### src/rtl/bram_sdp_fifo_ctl_pkg.sv
// Shared helpers for the SDP-BRAM FIFO controller: parameter checks, counter width, pointer wrap.
// No logic of its own; latency and backpressure belong to the modules that import it.
package bram_sdp_fifo_ctl_pkg;

    function automatic bit del_legal(input int del);
        return (del == 1) || (del == 2);
    endfunction

    function automatic int cnt_width(input int adr);
        return adr + 1;
    endfunction

    // Pointer increment over a ring of dep entries; dep need not be a power of two.
    function automatic int unsigned wrap_inc(input int unsigned ptr, input int unsigned dep);
        return (ptr >= dep - 32'd1) ? 32'd0 : ptr + 32'd1;
    endfunction

endpackage

### src/rtl/bram_sdp_fifo_obuf.sv
// In-order register FIFO that absorbs RAM read data; head visible combinationally, 1-cycle write-to-head.
// Never refuses a push: the controller only issues reads that are guaranteed a slot here.
module bram_sdp_fifo_obuf
    import bram_sdp_fifo_ctl_pkg::*;
#(
    parameter int DAT   = 18,
    parameter int DEPTH = 2
) (
    input  logic                       clk,
    input  logic                       rst,
    input  logic                       push,
    input  logic [DAT-1:0]             push_dat,
    input  logic                       pop,
    output logic [DAT-1:0]             head_dat,
    output logic [$clog2(DEPTH+1)-1:0] ocnt
);
    localparam int PW = (DEPTH > 1) ? $clog2(DEPTH) : 1;
    localparam int OW = $clog2(DEPTH + 1);

    logic [DAT-1:0] mem_q [DEPTH];
    logic [DAT-1:0] mem_d [DEPTH];
    logic [PW-1:0]  head_q, head_d;
    logic [PW-1:0]  tail_q, tail_d;
    logic [OW-1:0]  ocnt_q, ocnt_d;

    always_comb begin
        mem_d  = mem_q;
        head_d = head_q;
        tail_d = tail_q;
        ocnt_d = ocnt_q + OW'(push) - OW'(pop);
        if (push) begin
            mem_d[tail_q] = push_dat;
            tail_d        = PW'(wrap_inc(32'(tail_q), 32'(DEPTH)));
        end
        if (pop) begin
            head_d = PW'(wrap_inc(32'(head_q), 32'(DEPTH)));
        end
    end

    always_ff @(posedge clk) begin
        if (!rst) begin
            mem_q  <= '{default: '0};
            head_q <= '0;
            tail_q <= '0;
            ocnt_q <= '0;
        end else begin
            mem_q  <= mem_d;
            head_q <= head_d;
            tail_q <= tail_d;
            ocnt_q <= ocnt_d;
        end
    end

    assign head_dat = mem_q[head_q];
    assign ocnt     = ocnt_q;

endmodule

### src/rtl/bram_sdp_fifo_ctl.sv
// FIFO controller around an external simple-dual-port BRAM; push-to-rd_vld latency is 2+DEL cycles.
// wr_rdy drops at cnt==DEP (a same-cycle pop does not help); reads stall while the output buffer could overfill.
module bram_sdp_fifo_ctl
    import bram_sdp_fifo_ctl_pkg::*;
#(
    parameter int ADR = 10,
    parameter int DAT = 18,
    parameter int DEP = 1024,
    parameter int DEL = 1
) (
    input  logic                      clk,
    input  logic                      rst,
    input  logic                      wr_vld,
    input  logic [DAT-1:0]            wr_dat,
    output logic                      wr_rdy,
    output logic                      rd_vld,
    output logic [DAT-1:0]            rd_dat,
    input  logic                      rd_rdy,
    output logic                      mem_wen,
    output logic [ADR-1:0]            mem_wad,
    output logic [DAT-1:0]            mem_wda,
    output logic                      mem_ren,
    output logic [ADR-1:0]            mem_rad,
    input  logic [DAT-1:0]            mem_rda,
    output logic [cnt_width(ADR)-1:0] cnt,
    output logic                      err_ovf
);
    localparam int CW = cnt_width(ADR);
    localparam int OW = $clog2(DEL + 2);
    localparam logic [CW-1:0] DEP_C = CW'(DEP);

    if (!del_legal(DEL) || DEP < 2 || DEP > 2 ** ADR) begin : g_bad_param
        $error("bram_sdp_fifo_ctl: DEL must be 1 or 2 and 2 <= DEP <= 2**ADR");
    end

    logic [ADR-1:0] wptr_q, wptr_d;
    logic [ADR-1:0] rptr_q, rptr_d;
    logic [CW-1:0]  scnt_q, scnt_d;
    logic [CW-1:0]  cnt_q, cnt_d;
    logic [DEL-1:0] infl_q, infl_d;
    logic           err_ovf_q, err_ovf_d;
    logic           push, pop, issue, cap;
    logic [OW-1:0]  infl, ocnt;

    assign wr_rdy = rst & (cnt_q < DEP_C);
    assign rd_vld = rst & (ocnt != '0);
    assign push   = wr_vld & wr_rdy;
    assign pop    = rd_vld & rd_rdy;
    assign infl   = OW'($countones(infl_q));
    // Reserve an output-buffer slot for every read in flight so captured data always fits.
    assign issue  = rst && (scnt_q != '0) && (int'(infl) + int'(ocnt) < DEL + 1 + int'(pop));
    assign cap    = rst & infl_q[DEL-1];

    always_comb begin
        wptr_d    = wptr_q;
        rptr_d    = rptr_q;
        scnt_d    = scnt_q + CW'(push) - CW'(issue);
        cnt_d     = cnt_q + CW'(push) - CW'(pop);
        infl_d    = DEL'({infl_q, issue});
        err_ovf_d = err_ovf_q | (wr_vld & ~wr_rdy);
        if (push) begin
            wptr_d = ADR'(wrap_inc(32'(wptr_q), 32'(DEP)));
        end
        if (issue) begin
            rptr_d = ADR'(wrap_inc(32'(rptr_q), 32'(DEP)));
        end
    end

    always_ff @(posedge clk) begin
        if (!rst) begin
            wptr_q    <= '0;
            rptr_q    <= '0;
            scnt_q    <= '0;
            cnt_q     <= '0;
            infl_q    <= '0;
            err_ovf_q <= 1'b0;
        end else begin
            wptr_q    <= wptr_d;
            rptr_q    <= rptr_d;
            scnt_q    <= scnt_d;
            cnt_q     <= cnt_d;
            infl_q    <= infl_d;
            err_ovf_q <= err_ovf_d;
        end
    end

    bram_sdp_fifo_obuf #(
        .DAT   (DAT),
        .DEPTH (DEL + 1)
    ) u_obuf (
        .clk      (clk),
        .rst      (rst),
        .push     (cap),
        .push_dat (mem_rda),
        .pop      (pop),
        .head_dat (rd_dat),
        .ocnt     (ocnt)
    );

    assign mem_wen = push;
    assign mem_wad = wptr_q;
    assign mem_wda = wr_dat;
    assign mem_ren = issue;
    assign mem_rad = rptr_q;
    assign cnt     = cnt_q;
    assign err_ovf = err_ovf_q;

endmodule

### config.mk
export PLATFORM = sky130hd
export DESIGN_NAME = bram_sdp_fifo_ctl
export DESIGN_NICKNAME = d
export VERILOG_FILES = /design/src/rtl/bram_sdp_fifo_ctl_pkg.sv /design/src/rtl/bram_sdp_fifo_obuf.sv /design/src/rtl/bram_sdp_fifo_ctl.sv
export SDC_FILE = /design/constraint.sdc
export NUM_CORES = 1
export LEC_CHECK = 0
export CAP_MARGIN = 25
export CORE_ASPECT_RATIO = 1.2
export CORE_UTILIZATION = 45
export DETAILED_ROUTE_END_ITERATION = 8
export GPL_TIMING_DRIVEN = 0
export PLACE_DENSITY = 0.78
export SYNTH_ARGS = -nofsm -noshare
export SYNTH_HDL_FRONTEND = slang
export SYNTH_SLANG_ARGS = --single-unit
### constraint.sdc
create_clock -name clk -period 3.3 [get_ports clk]
set_input_delay 0.33 -clock clk [delete_from_list [all_inputs] [get_ports clk]]
set_output_delay 0.33 -clock clk [all_outputs]
set_load 0.01 [all_outputs]
==> impl_metrics.json <==
{
  "fp.dieW_um": 93.1,
  "grt-ovfl-total": 0,
  "wirelength_um": 10700,
  "syn2layout_area_growth_pct": 33.3,
  "tightest_slew_ns": 0.585,
  "rr_worst_depth": 16,
  "place_hpwl_um": 7840,
  "maxCapViolCount": 0,
  "grtUsageTotal": 0.211,
  "synth_warnings": 0,
  "wl_met2_um": 5730,
  "period_used_share": 0.962,
  "relSlewSlack": 0.610,
  "rsz0062_at_grt": "true",
  "critPathArrivalTime_ns": 3.38,
  "drt_pass1_iterations": 4,
  "cp-end-kind": "flip-flop",
  "pin_count": 112,
  "grt_pass1_vias": 3921,
  "power_uw": 5140,
  "via_per_inst": 5.15,
  "syn_nets": 608,
  "max_freq_mhz": 315,
  "finalHoldViolations": 0,
  "grtUsageMet1": 0.235,
  "tritoncts.num_buffers": 9,
  "place_ws_ns": -0.458,
  "use_met3": 0.0451,
  "grt_max_degree": 13,
  "syn_avg_cell_area_um2": 8.40,
  "p_leak_uw": 0.00240,
  "wl_met1_um": 4350,
  "clockBufferDepth": 2,
  "highest_layer": "met4",
  "clock-sinks": 84,
  "ys_area_um2": 4480,
  "drc": 0,
  "drive_gt1_frac": 0.144,
  "io_buffers": 92,
  "grtUsageMet2": 0.389,
  "final_cell_mix": "96 x nand2_1, 92 x clkdlybuf4s50_1, 80 x dfxtp_1",
  "grt-busiest-layer": "met2",
  "r2r_end": "scnt_q[10]",
  "row_count": 39,
  "worstPathRequired_ns": 3.51,
  "synthArstFlopShare": 0,
  "grt_antenna_before_repair": 0,
  "outcome": "complete, no violations",
  "layout_setup_ws_ns": 0.127,
  "ys_types": 55,
  "crit_type": "flip-flop to flip-flop",
  "gp_congestion": 0.857,
  "chipArea_um2": 10400,
  "fin_crit_ns": 3.17,
  "maxSlewViolCount": 0,
  "hold_class": "primary input to flip-flop",
  "htreeDepth": 3,
  "num_antenna_cells": 0,
  "holdPathStages": 3,
  "cts_tree": "yes",
  "met3_length_um": 478,
  "edf_count": 0,
  "grt_first_pass_wirelength_um": 17600,
  "critical_path.startpoint": "scnt_q[9]",
  "syn-cell-area_um2": 4480,
  "flop_cell": "dfxtp_1",
  "wire_per_inst_um": 13.9,
  "timing.rr.start": "scnt_q[9]",
  "hold_buffers": 0,
  "seq_area_um2": 1690,
  "cp_max_fo": 3,
  "cts.clk_slew.worst_paths_ns": 0.06,
  "hold_path_end": "mem_rad[3]",
  "antenna_left": 0
}
[registers in the layout, summed over array words and instances, names as in the netlist]
register	cells
cnt	11
err_ovf	1
scnt_q	11
u_obuf.ocnt	2
infl_q	1
u_obuf.tail_q	1
u_obuf.mem_q	36
mem_rad	10
mem_wad	10
u_obuf.head_q	1
[synth_stat cells (3+ instances only)]
master,number,area share
clkbuf_1,15,0.013
buf_2,4,0.0045
and2_1,7,0.0098
o22ai_1,3,0.0042
inv_1,39,0.033
nand3_1,8,0.0089
mux2_2,18,0.045
buf_4,19,0.032
ha_1,32,0.089
o21ai_0,38,0.042
or2_1,3,0.0042
nand2b_1,6,0.0084
dfxtp_1,84,0.38
a21oi_1,17,0.019
o21ai_1,9,0.010
mux2i_1,5,0.011
a21o_1,3,0.0050
a211oi_1,4,0.0067
nor3_1,4,0.0045
o21bai_1,3,0.0050
or4_1,3,0.0050
nand4_1,7,0.0098
xnor2_1,11,0.021
and3_1,4,0.0056
nor2_1,39,0.033
nor2b_1,5,0.0070
nand2_1,96,0.080
xor2_1,16,0.031
[layout make-up]
class	instances	area share
multi-input combinational	371	0.420
sequential	84	0.282
timing repair buffer	97	0.160
clock buffer	14	0.0475
buffer	38	0.0366
inverter	41	0.0266
tap	123	0.0257
clock inverter	1	0.000837
[worst max path at each step]
stage,to,slack [ns],cells past startpoint
6_report,scnt_q[10],0.13,16
4_1_cts,scnt_q[10],0.01,16
2_1_floorplan,scnt_q[10],0.04,16
3_3_place_gp,scnt_q[10],-0.41,15
3_5_place_dp,scnt_q[10],-0.46,15
5_1_grt,scnt_q[10],-0.05,16
[per-stage QoR]
step / hold WS [ns] / area (um^2) / TNS [ns] / std cells
final: 0.380 / 5980 / 0 / 769
after global routing: 0.389 / 5980 / -0.0488 / 769
after CTS: 0.374 / 5890 / 0 / 766
after detailed placement: 0.445 / 5560 / -1.53 / 749
after global placement: 0.433 / 5560 / -1.27 / 749
after floorplan: 0.426 / 4480 / 0 / 534
[power by group]
group,leakage [uW],switching [uW],internal (uW),total (uW)
sequential,0.000689,205,1290,1500
clock,0.000145,388,587,975
combinational,0.00157,1370,1300,2670
[logic make-up (layout without fill, tap and decap cells)]
logic type,count (synthesis),in the layout,synth area share
AND-OR/OR-AND,92,92,0.131
multiplexers,23,23,0.0564
XOR/XNOR,27,27,0.0527
buffers and inverters,79,191,0.0832
adder cells (fa/ha/maj),34,34,0.0982
AND/OR/NAND/NOR,195,195,0.203
flip-flops,84,84,0.375
[worst max-delay path: stages, from the launching register on]
cell and delay [ns]:
dfxtp_2 0.33, inv_2 0.07, ha_4 0.13, nor4bb_4 0.33, a41oi_4 0.18, nand3_4 0.13, inv_4 0.05, ha_4 0.20
inv_2 0.06, ha_4 0.12, inv_2 0.04, fa_2 0.36, nand2b_4 0.14, a221o_1 0.35, a211oi_2 0.29, o21ai_1 0.10
nor3b_2 0.15
[what timing repair did]
item | 4_1_cts | 5_1_grt
hold endpoints to repair | 0 | 0
buffers inserted | 2 | 3
gates resized | 4 | 21
pin swaps | 4 | 10
endpoints found under the setup margin | 6 | 4
**Clock network drawn from the DEF**

Scale: 4 px per um.
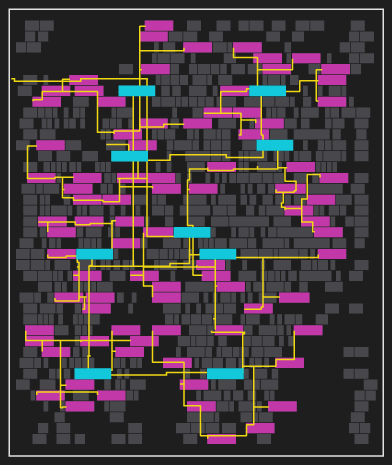
[clock wires] yellow | length: 1060 um
[flip-flops] magenta | count: 84
[clock drivers] cyan | count: 9
routed clock nets: 10
flops lie: spread over the die
later-pin clock latency in the skew report: 0.34 ns
clk pwr: 975 uW
Clock Skews: 0.00548 ns
Clock power frac: 0.190

**Cell area per tile**

Scale: 2 px per um. The die is cut into 9 by 11 equal tiles; black is low, pale yellow is high, 0 to 100% covered.
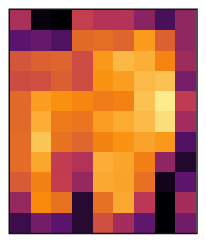
emptiest ninth of the die: bottom right
nearly empty tiles: 4.0%
fullest tile: 96%
tiles over 75% full: 27%
CORE AREA: 9610 um^2
fin util: 0.622
fp_density: 0.466

Power and IR drop assume default switching activity.
